--- config.mk ---
export PLATFORM = sky130hd
export DESIGN_NAME = kernel_run_sequencer
export DESIGN_NICKNAME = d
export VERILOG_FILES = /design/src/rtl/kernel_run_sequencer.sv
export SDC_FILE = /design/constraint.sdc
export NUM_CORES = 1
export LEC_CHECK = 0
export CORE_MARGIN = 5
export CORE_UTILIZATION = 25
export DETAILED_ROUTE_END_ITERATION = 10
export HOLD_SLACK_MARGIN = 0.1
export PLACE_DENSITY = 0.55
export SETUP_SLACK_MARGIN = 0.4
export SYNTH_ARGS = -nofsm -noshare
export SYNTH_HDL_FRONTEND = slang
export SYNTH_SLANG_ARGS = --single-unit
--- constraint.sdc ---
create_clock -name kernel_monitor_clock -period 5.1 [get_ports kernel_monitor_clock]
set_clock_uncertainty 0.2 [all_clocks]
set_input_delay 0.51 -clock kernel_monitor_clock [delete_from_list [all_inputs] [get_ports kernel_monitor_clock]]
set_output_delay 0.51 -clock kernel_monitor_clock [all_outputs]
set_load 0.005 [all_outputs]
--- src/rtl/kernel_run_sequencer.sv ---
// rtl/kernel_run_sequencer.sv - ap_ctrl_hs run sequencer with AXI-stream stall watchdog
// Optional: define SEQ_CYCLE_COUNT_EN to build the per-invocation cycle counter.
module kernel_run_sequencer #(
   parameter int N_AXIS = 2,
   parameter int RUNS_W = 16,
   parameter int TMO_W  = 20
) (
   input  logic              kernel_monitor_clock,
   input  logic              kernel_monitor_reset,
   input  logic              go,
   input  logic [RUNS_W-1:0] cfg_num_runs,
   input  logic [TMO_W-1:0]  cfg_timeout,
   output logic              ap_start,
   input  logic              ap_ready,
   input  logic              ap_done,
   input  logic              ap_idle,
   input  logic [N_AXIS-1:0] axis_block_sigs,
   output logic              busy,
   output logic [RUNS_W-1:0] runs_done,
   output logic              seq_done,
   output logic              kernel_block,
   output logic [N_AXIS-1:0] stall_mask,
   output logic [31:0]       last_run_cycles
);

   typedef enum logic [2:0] {
      S_IDLE, S_WAIT_IDLE, S_START, S_RUN, S_FIN, S_STALL
   } state_t;

   state_t            state_q, state_d;
   logic [RUNS_W-1:0] num_runs_q, num_runs_d;
   logic [TMO_W-1:0]  timeout_q, timeout_d;
   logic [TMO_W-1:0]  wd_cnt_q, wd_cnt_d;
   logic [RUNS_W-1:0] runs_done_q, runs_done_d;
   logic [N_AXIS-1:0] stall_mask_q, stall_mask_d;
   logic              ap_start_q, busy_q, seq_done_q, kernel_block_q;
   logic              blocked, watched, run_done, wd_fire;
   logic [RUNS_W-1:0] runs_inc;
   logic [TMO_W-1:0]  wd_inc;

   assign blocked  = |axis_block_sigs;
   assign watched  = (state_q == S_START) || (state_q == S_RUN);
   assign run_done = ((state_q == S_RUN) && ap_done) ||
                     ((state_q == S_START) && ap_ready && ap_done);
   assign runs_inc = (&runs_done_q) ? runs_done_q : runs_done_q + RUNS_W'(1);
   assign wd_inc   = (&wd_cnt_q) ? wd_cnt_q : wd_cnt_q + TMO_W'(1);

   // A cycle with ap_done never advances the watchdog, so a finishing run always beats a stall.
   assign wd_fire  = watched && (timeout_q != '0) && blocked && !ap_done && (wd_inc == timeout_q);

   // Counter is zero outside START/RUN, which also gives the clear on every START entry.
   always_comb begin
      wd_cnt_d = '0;
      if (watched && blocked && (timeout_q != '0))
         wd_cnt_d = ap_done ? wd_cnt_q : wd_inc;
   end

   always_comb begin
      state_d      = state_q;
      num_runs_d   = num_runs_q;
      timeout_d    = timeout_q;
      runs_done_d  = runs_done_q;
      stall_mask_d = stall_mask_q;
      case (state_q)
         S_IDLE: begin
            if (go) begin
               if (cfg_num_runs != '0) begin
                  num_runs_d   = cfg_num_runs;
                  timeout_d    = cfg_timeout;
                  runs_done_d  = '0;
                  stall_mask_d = '0;
                  state_d      = S_WAIT_IDLE;
               end else begin
                  state_d = S_FIN;
               end
            end
         end
         S_WAIT_IDLE: begin
            if (ap_idle)
               state_d = S_START;
         end
         S_START, S_RUN: begin
            if (run_done) begin
               runs_done_d = runs_inc;
               state_d     = (runs_inc == num_runs_q) ? S_FIN : S_WAIT_IDLE;
            end else if (wd_fire) begin
               stall_mask_d = axis_block_sigs;
               state_d      = S_STALL;
            end else if ((state_q == S_START) && ap_ready) begin
               state_d = S_RUN;
            end
         end
         S_FIN:   state_d = S_IDLE;
         S_STALL: begin
            if (go)
               state_d = S_IDLE;
         end
         default: state_d = S_IDLE;
      endcase
   end

   always_ff @(posedge kernel_monitor_clock) begin
      if (kernel_monitor_reset) begin
         state_q        <= S_IDLE;
         num_runs_q     <= '0;
         timeout_q      <= '0;
         wd_cnt_q       <= '0;
         runs_done_q    <= '0;
         stall_mask_q   <= '0;
         ap_start_q     <= 1'b0;
         busy_q         <= 1'b0;
         seq_done_q     <= 1'b0;
         kernel_block_q <= 1'b0;
      end else begin
         state_q        <= state_d;
         num_runs_q     <= num_runs_d;
         timeout_q      <= timeout_d;
         wd_cnt_q       <= wd_cnt_d;
         runs_done_q    <= runs_done_d;
         stall_mask_q   <= stall_mask_d;
         ap_start_q     <= (state_d == S_START);
         busy_q         <= (state_d != S_IDLE);
         seq_done_q     <= (state_d == S_FIN);
         kernel_block_q <= (state_d == S_STALL);
      end
   end

   assign ap_start     = ap_start_q;
   assign busy         = busy_q;
   assign runs_done    = runs_done_q;
   assign seq_done     = seq_done_q;
   assign kernel_block = kernel_block_q;
   assign stall_mask   = stall_mask_q;

`ifdef SEQ_CYCLE_COUNT_EN
   logic [31:0] cyc_q, cyc_d, cyc_inc, last_cyc_q, last_cyc_d;

   assign cyc_inc = (&cyc_q) ? cyc_q : cyc_q + 32'd1;

   // The loaded value includes the ap_done cycle itself.
   always_comb begin
      cyc_d      = watched ? cyc_inc : '0;
      last_cyc_d = run_done ? cyc_inc : last_cyc_q;
   end

   always_ff @(posedge kernel_monitor_clock) begin
      if (kernel_monitor_reset) begin
         cyc_q      <= '0;
         last_cyc_q <= '0;
      end else begin
         cyc_q      <= cyc_d;
         last_cyc_q <= last_cyc_d;
      end
   end

   assign last_run_cycles = last_cyc_q;
`else
   assign last_run_cycles = '0;
`endif

endmodule

Figure 1. Placement density heat map (run 1).
15 x 15 tiles, from white (low) to dark blue (high), 0 to 100% covered.
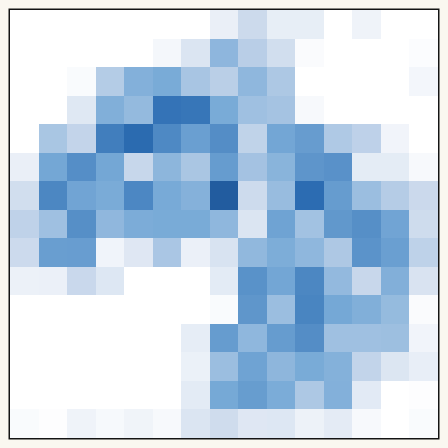
tiles over 75% full: 1.3%
fullest tile: 82%
nearly empty tiles: 29%
emptiest ninth of the die: lower left
mean over tiles: 25%
core area: 20100 um^2
final core occ: 0.3036
Pre-Place Util: 0.2517

Figure 2. I/O pins on the die edge (run 1).
Bar = 50 um. Pins as bars across the die edge, other pins in grey.
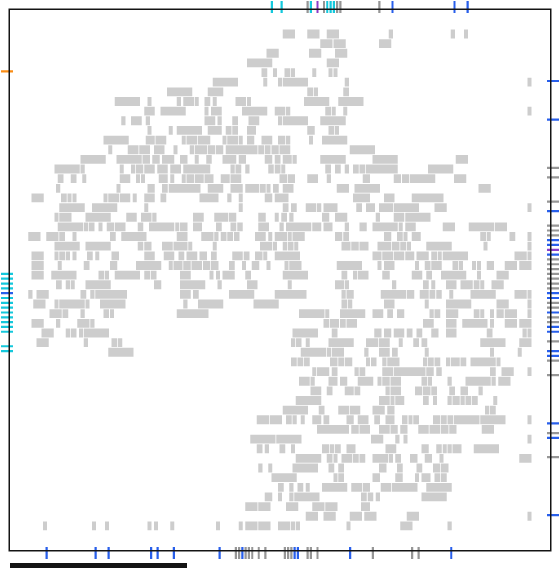
| colour | port | pins | direction | edge |
|---|---|---|---|---|
| orange | kernel_monitor_clock | 1 | input | left |
| cyan | cfg_timeout | 20 | input | 14 left, 6 top |
| purple | stall_mask | 2 | output | 1 right, 1 top |
| blue | last_run_cycles | 32 | output | 16 right, 12 bottom, 3 top, 1 left |
Die X: 152.3 um
die height: 152.3 um
port bufs: 65

Figure 3. Close-up of the layout (run 1).
Region (104, 104) to (124, 124) um. Cells in grey, sequential cells in the stronger grey; small squares are vias.
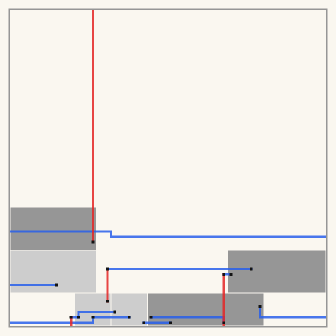
| colour | layer |
|---|---|
| blue | M1 |
| red | M2 |
most frequent: dfxtp_1 (3)
cells with their middle in the window: 6
sequential cells in the window: 3

==> flow_summary.json, run 1 <==
{
  "status": "finished clean",
  "top_layer": "met4",
  "p_int_w": 0.001101,
  "edf_count": 0,
  "cp_max_fo": 9,
  "yosysMostFrequentCell": "nand2_1",
  "clock_path_buffers": 2,
  "cts_tree": "yes",
  "crit_path_start_kind": "register",
  "wl_per_cell_um": 15.27,
  "num_vias": 4834,
  "timing.final.crit_share": 0.7008,
  "clk_pin_slew_ns": 0.07,
  "final_layout_top_logic_cells": "121 x nand2_1, 81 x dfxtp_1, 70 x a21oi_1, 64 x clkdlybuf4s50_1, 51 x nor2_1",
  "ys_cells": 679,
  "top_cells_by_area": "dfxtp_1 32%, nand2_1 9.0%, a21oi_1 6.9%",
  "crit_type": "reg -> reg",
  "wirelength_um": 15220,
  "top_power_group": "registers",
  "synth.distinct_cells": 64,
  "rsz0062_at_grt": "no"
}
[run 1: kinds of logic after synthesis]
family          Yosys count  share of synthesized area
fa+ha+maj                 2                   0.004944
buf+inv                  78                    0.08232
flops                    81                     0.3204
xor+xnor                 52                    0.08999
other cells               1                  0.0007409
compound gates          138                     0.1639
simple gates            311                     0.3046
mux                      16                    0.03313
[run 1: worst max-delay path, delay by kind of cell (launching register included)]
family | cells | cell delay [ns]
AND/OR/NAND/NOR | 7 | 2.12
multiplexers | 1 | 0.34
flip-flops | 1 | 0.43
adder cells (fa/ha/maj) | 1 | 0.30
AND-OR/OR-AND | 1 | 0.11
[run 1: final timing paths]
check                     start  slack, ns  cells after the start             to
hold reg to reg   num_runs_q[6]       0.26                      2  num_runs_q[6]
setup / recovery    wd_cnt_q[0]       1.53                     10           busy
setup reg to reg    wd_cnt_q[0]       1.53                     10           busy
hold / removal    num_runs_q[6]       0.26                      2  num_runs_q[6]
[run 1: layout make-up]
type | count | area share
inverter | 11 | 0.006765
clock buffer | 10 | 0.03916
timing repair buffer | 68 | 0.1095
clock inverter | 6 | 0.007995
multi-input combinational | 551 | 0.5156
sequential | 81 | 0.2657
tap | 270 | 0.05535
[run 1: per-stage QoR]
stage,power [W],setup slack (ns)
detailed placement,0.0009128,1.286
global placement,0.0009126,1.308
floorplan,0.0008404,1.948
finish,0.001540,1.526
global route,0.001614,1.226
CTS,0.001562,1.488
[run 1: state kept, by name (all words and copies together) (netlist names)]
register / cells
ap_start: 1
stall_mask: 2
wd_cnt_q: 20
kernel_block: 1
state_q: 3
runs_done: 16
timeout_q: 20
num_runs_q: 16
seq_done: 1
busy: 1
Figure 4. Cells by drive strength (run 1).
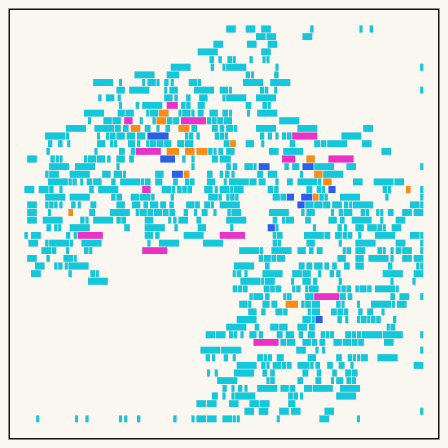

==> run 1 -> run 2 <==
--- a/config.mk
+++ b/config.mk
@@ -9,7 +9,7 @@
 export CORE_UTILIZATION = 25
 export DETAILED_ROUTE_END_ITERATION = 10
 export HOLD_SLACK_MARGIN = 0.1
-export PLACE_DENSITY = 0.55
+export PLACE_DENSITY = 0.57
 export SETUP_SLACK_MARGIN = 0.4
 export SYNTH_ARGS = -nofsm -noshare
 export SYNTH_HDL_FRONTEND = slang
==> constraint.sdc (replaced) <==
create_clock -name kernel_monitor_clock -period 3 [get_ports kernel_monitor_clock]
set_clock_uncertainty 0.2 [all_clocks]
set_input_delay 0.3 -clock kernel_monitor_clock [delete_from_list [all_inputs] [get_ports kernel_monitor_clock]]
set_output_delay 0.3 -clock kernel_monitor_clock [all_outputs]
set_load 0.005 [all_outputs]
Figure 5. Cells by drive strength (run 2).
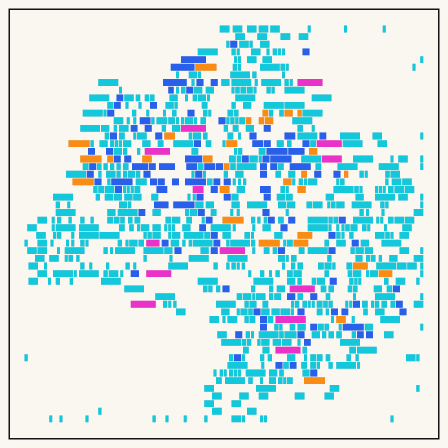
| colour | size | cells | most used |
|---|---|---|---|
| orange | x2 | 30 | dfxtp_2 |
| blue | x3 and x4 | 115 | buf_4 |
| magenta | x6 and larger | 13 | clkbuf_16 |
| cyan | x1 and smaller | 658 | nand2_1 |
Area growth, synth to finish: 38.52%
nonclk buf count: 157

==> flow_summary.json, run 2 <==
{
  "cp_max_fo": 6,
  "wirelength_um": 16700,
  "wl_per_cell_um": 15.38,
  "seq_area_frac": 0.2336,
  "rsz0062_at_grt": "yes",
  "violations": "setup timing",
  "p_int_w": 0.001983,
  "final-clk-cell-share": 0.04355,
  "crit_path_start_kind": "register",
  "cts_tree": "yes",
  "portBuffers": 65,
  "top_power_group": "registers",
  "setup_viol": 2,
  "chipWidth_um": 152.3,
  "sh_comb_area": 0.4755,
  "final_layout_top_logic_cells": "119 x nand2_1, 89 x buf_4, 72 x dfxtp_1, 68 x a21oi_1, 64 x clkdlybuf4s50_1",
  "tapCellCount": 270,
  "status": "complete, but fails checks",
  "fin_ws_ns": -0.04632,
  "nonClkBufAreaFrac": 0.1933,
  "p_total_w": 0.002752,
  "yosysMostFrequentCell": "nand2_1",
  "fp-utilization": 0.2517,
  "top_cells_by_area": "dfxtp_1 32%, nand2_1 9.0%, a21oi_1 6.9%",
  "nClkBuffers": 10,
  "edf_count": 0,
  "synth.distinct_cells": 64
}
## run 2: cell count changes in the layout (fill, tap and decap cells not counted), moves of 3 or more
cell,delta
dfxtp_2,+7
dfxtp_1,-9
nor3_1,-3
buf_4,+86
nor4_4,+4
## run 2: kinds of logic after synthesis
family	count (synthesis)	share of synthesized area
AND/OR/NAND/NOR	311	0.3046
buffers and inverters	78	0.08232
other	1	0.0007409
adder cells (fa/ha/maj)	2	0.004944
flip-flops	81	0.3204
XOR/XNOR	52	0.08999
multiplexers	16	0.03313
AND-OR/OR-AND	138	0.1639
## run 2: final timing paths
| path | slack [ns] | endpoint | from | depth (start not counted) |
|---|---|---|---|---|
| min | 0.27 | num_runs_q[4] | num_runs_q[4] | 2 |
| max reg2reg | -0.05 | busy | wd_cnt_q[1] | 10 |
| max | -0.05 | busy | wd_cnt_q[1] | 10 |
| min reg2reg | 0.27 | num_runs_q[4] | num_runs_q[4] | 2 |
## run 2: per-stage QoR
step	area [um^2]	setup slack [ns]	utilization
6_report	7010	-0.04632	0.3487
3_5_place_dp	6494	-0.2436	0.3230
3_3_place_gp	6494	-0.1638	0.3230
5_1_grt	7010	-0.1638	0.3487
4_1_cts	6938	-0.01719	0.3451
2_1_floorplan	5251	0.05497	-
## run 2: repair_timing
action,in CTS,in global routing
resized,16,15
buffers inserted,7,1
hold buffers,1,0
hold endpoints to repair,7,0
pin swaps,7,6
setup endpoints to repair,9,11
## run 2: routing by layer
metal | vias to the layer above | track usage | routed length, um
li1 | 2613 | - | -
met1 | 2382 | 0.1861 | 7713
met2 | 143 | 0.2377 | 7787
met3 | 23 | 0.02499 | 854
met4 | 0 | 0.05009 | 346
met5 | - | 0 | 0
Figure 6. Placement density heat map (run 2).
15 x 15 tiles, from white (low) to dark blue (high), 0 to 100% covered.
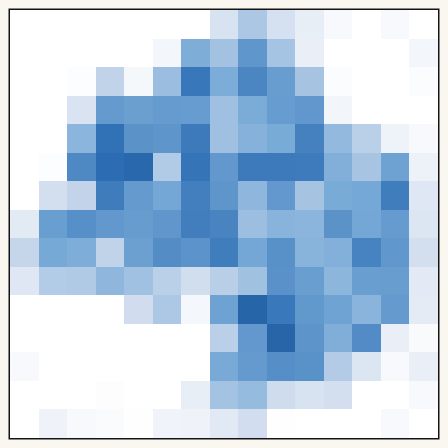

==> run 2 -> run 3 <==
--- a/config.mk
+++ b/config.mk
@@ -5,11 +5,13 @@
 export SDC_FILE = /design/constraint.sdc
 export NUM_CORES = 1
 export LEC_CHECK = 0
+export CORE_ASPECT_RATIO = 0.75
 export CORE_MARGIN = 5
-export CORE_UTILIZATION = 25
+export CORE_UTILIZATION = 48
 export DETAILED_ROUTE_END_ITERATION = 10
 export HOLD_SLACK_MARGIN = 0.1
-export PLACE_DENSITY = 0.57
+export PLACE_DENSITY = 0.89
+export REMOVE_ABC_BUFFERS = 1
 export SETUP_SLACK_MARGIN = 0.4
 export SYNTH_ARGS = -nofsm -noshare
 export SYNTH_HDL_FRONTEND = slang
Figure 7. Placement density heat map (run 3).
13 x 10 tiles, from white (low) to dark blue (high), 0 to 100% covered.
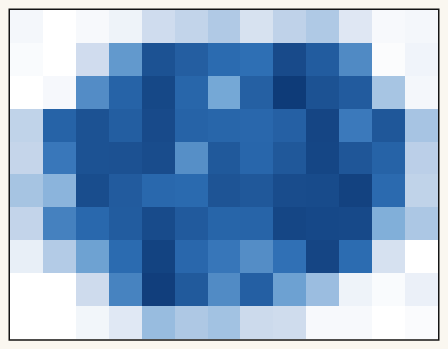
densest ninth of the die: centre
tiles over 75% full: 45%
fullest tile: 96%
Pre-Place Util: 0.4919
final core occ: 0.6661
core area: 10290 um^2

==> flow_summary.json, run 3 <==
{
  "p_total_w": 0.002764,
  "setup_viol": 7,
  "yosysMostFrequentCell": "nand2_1",
  "final_cell_area_um2": 6854,
  "synth.distinct_cells": 64,
  "wl_met2_um": 6785,
  "chipWidth_um": 128.6,
  "r2r_start": "wd_cnt_q[0]",
  "grt_antenna_before_repair": 0,
  "min_to": "num_runs_q[10]",
  "crit_path_start_kind": "register",
  "cts_tree": "yes",
  "status": "complete, but fails checks",
  "h-tree-depth": 3,
  "wl_met1_um": 7297,
  "area_growth_syn_to_layout_pct": 35.43,
  "met3_wirelength_um": 2046,
  "post-place-ws_ns": -0.1719,
  "rsz0062_at_grt": "yes",
  "edf_count": 0,
  "cp_common_cell": "nand2_1",
  "top_layer": "met4",
  "wirelength_um": 16500,
  "top_cells_by_area": "dfxtp_1 32%, nand2_1 9.0%, a21oi_1 6.9%",
  "wl_per_cell_um": 17.26,
  "cp_cell_sequence": "buf_4 > nand2_1 > or3_4 > nor4_2 > o21ai_1 > xnor2_1 > nand2_1 > or4_4 > a21oi_4 > nor2b_2",
  "reg2reg_depth": 10,
  "cp_max_fo": 4,
  "cts_made_buffers": 9,
  "r2r_end": "kernel_block",
  "violations": "setup timing",
  "portBuffers": 65,
  "min_from": "num_runs_q[10]",
  "placed_cell_area_um2": 6284,
  "critical_path.startpoint": "wd_cnt_q[0]",
  "r2r_slack_ns": -0.14,
  "fin_ws_ns": -0.1357,
  "hold_depth": 2
}
## run 3: cell count changes in the layout (fill, tap and decap cells not counted), sizes merged
cell         delta
clkinvlp        -1
bufinv          +1
buf             +7
dlygate4sd3     -1
clkinv          -1
inv             -1
## run 3: layout make-up
| cell class | count | share of cell area |
|---|---|---|
| Clock buffer | 10 | 0.03341 |
| Clock inverter | 4 | 0.01022 |
| Inverter | 11 | 0.006024 |
| Multi-Input combinational cell | 551 | 0.4814 |
| Sequential cell | 81 | 0.2384 |
| Tap cell | 136 | 0.02483 |
| Timing Repair Buffer | 163 | 0.2057 |
## run 3: what timing repair did
item	in CTS	in global routing
pin swaps	6	17
resized	17	26
endpoints found under the setup margin	9	13
buffers inserted	7	6
## run 3: logic make-up (layout without fill, tap and decap cells)
logic type | Yosys count | count (layout) | share of synthesized area
fa+ha+maj | 2 | 2 | 0.004944
xor+xnor | 52 | 52 | 0.08999
mux | 16 | 16 | 0.03313
other cells | 1 | 32 | 0.0007409
buf+inv | 78 | 188 | 0.08232
simple gates | 311 | 311 | 0.3046
flops | 81 | 81 | 0.3204
compound gates | 138 | 138 | 0.1639
## run 3: worst max-delay path by stage
stage / endpoint / cells after the start
after floorplan: busy / 10
after global placement: seq_done / 10
after detailed placement: seq_done / 10
after CTS: kernel_block / 11
after global routing: kernel_block / 10
final: kernel_block / 10
## run 3: layer usage
metal	vias up	global-route usage
met2	319	0.3433
met3	36	0.07096
met5	-	0
met4	0	0.07506
li1	2622	-
met1	2543	0.3710
## run 3: power by group
| part | internal, W | total [W] | switching [W] |
|---|---|---|---|
| combinational | 0.000204 | 0.000437 | 0.000234 |
| sequential | 0.00112 | 0.00117 | 0.0000497 |
| clock | 0.000717 | 0.00116 | 0.000440 |

==> notes/layouts.md <==
Pictures saved along the way, in no particular order.

Cell outlines without signal wires.
panel A
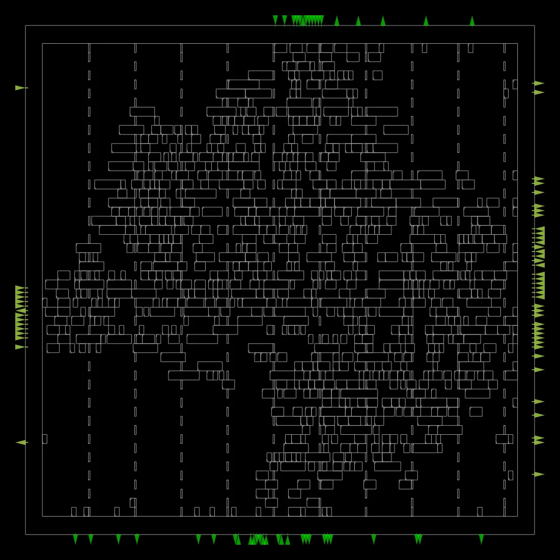
panel B
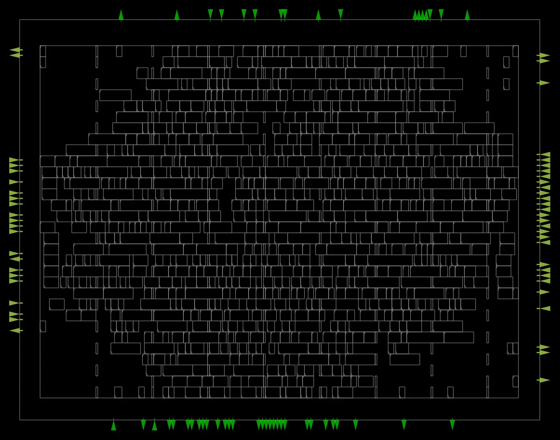
run 2: panel A
run 3: panel B
Of these, highest utilization: panel B

Power and IR drop assume default switching activity.
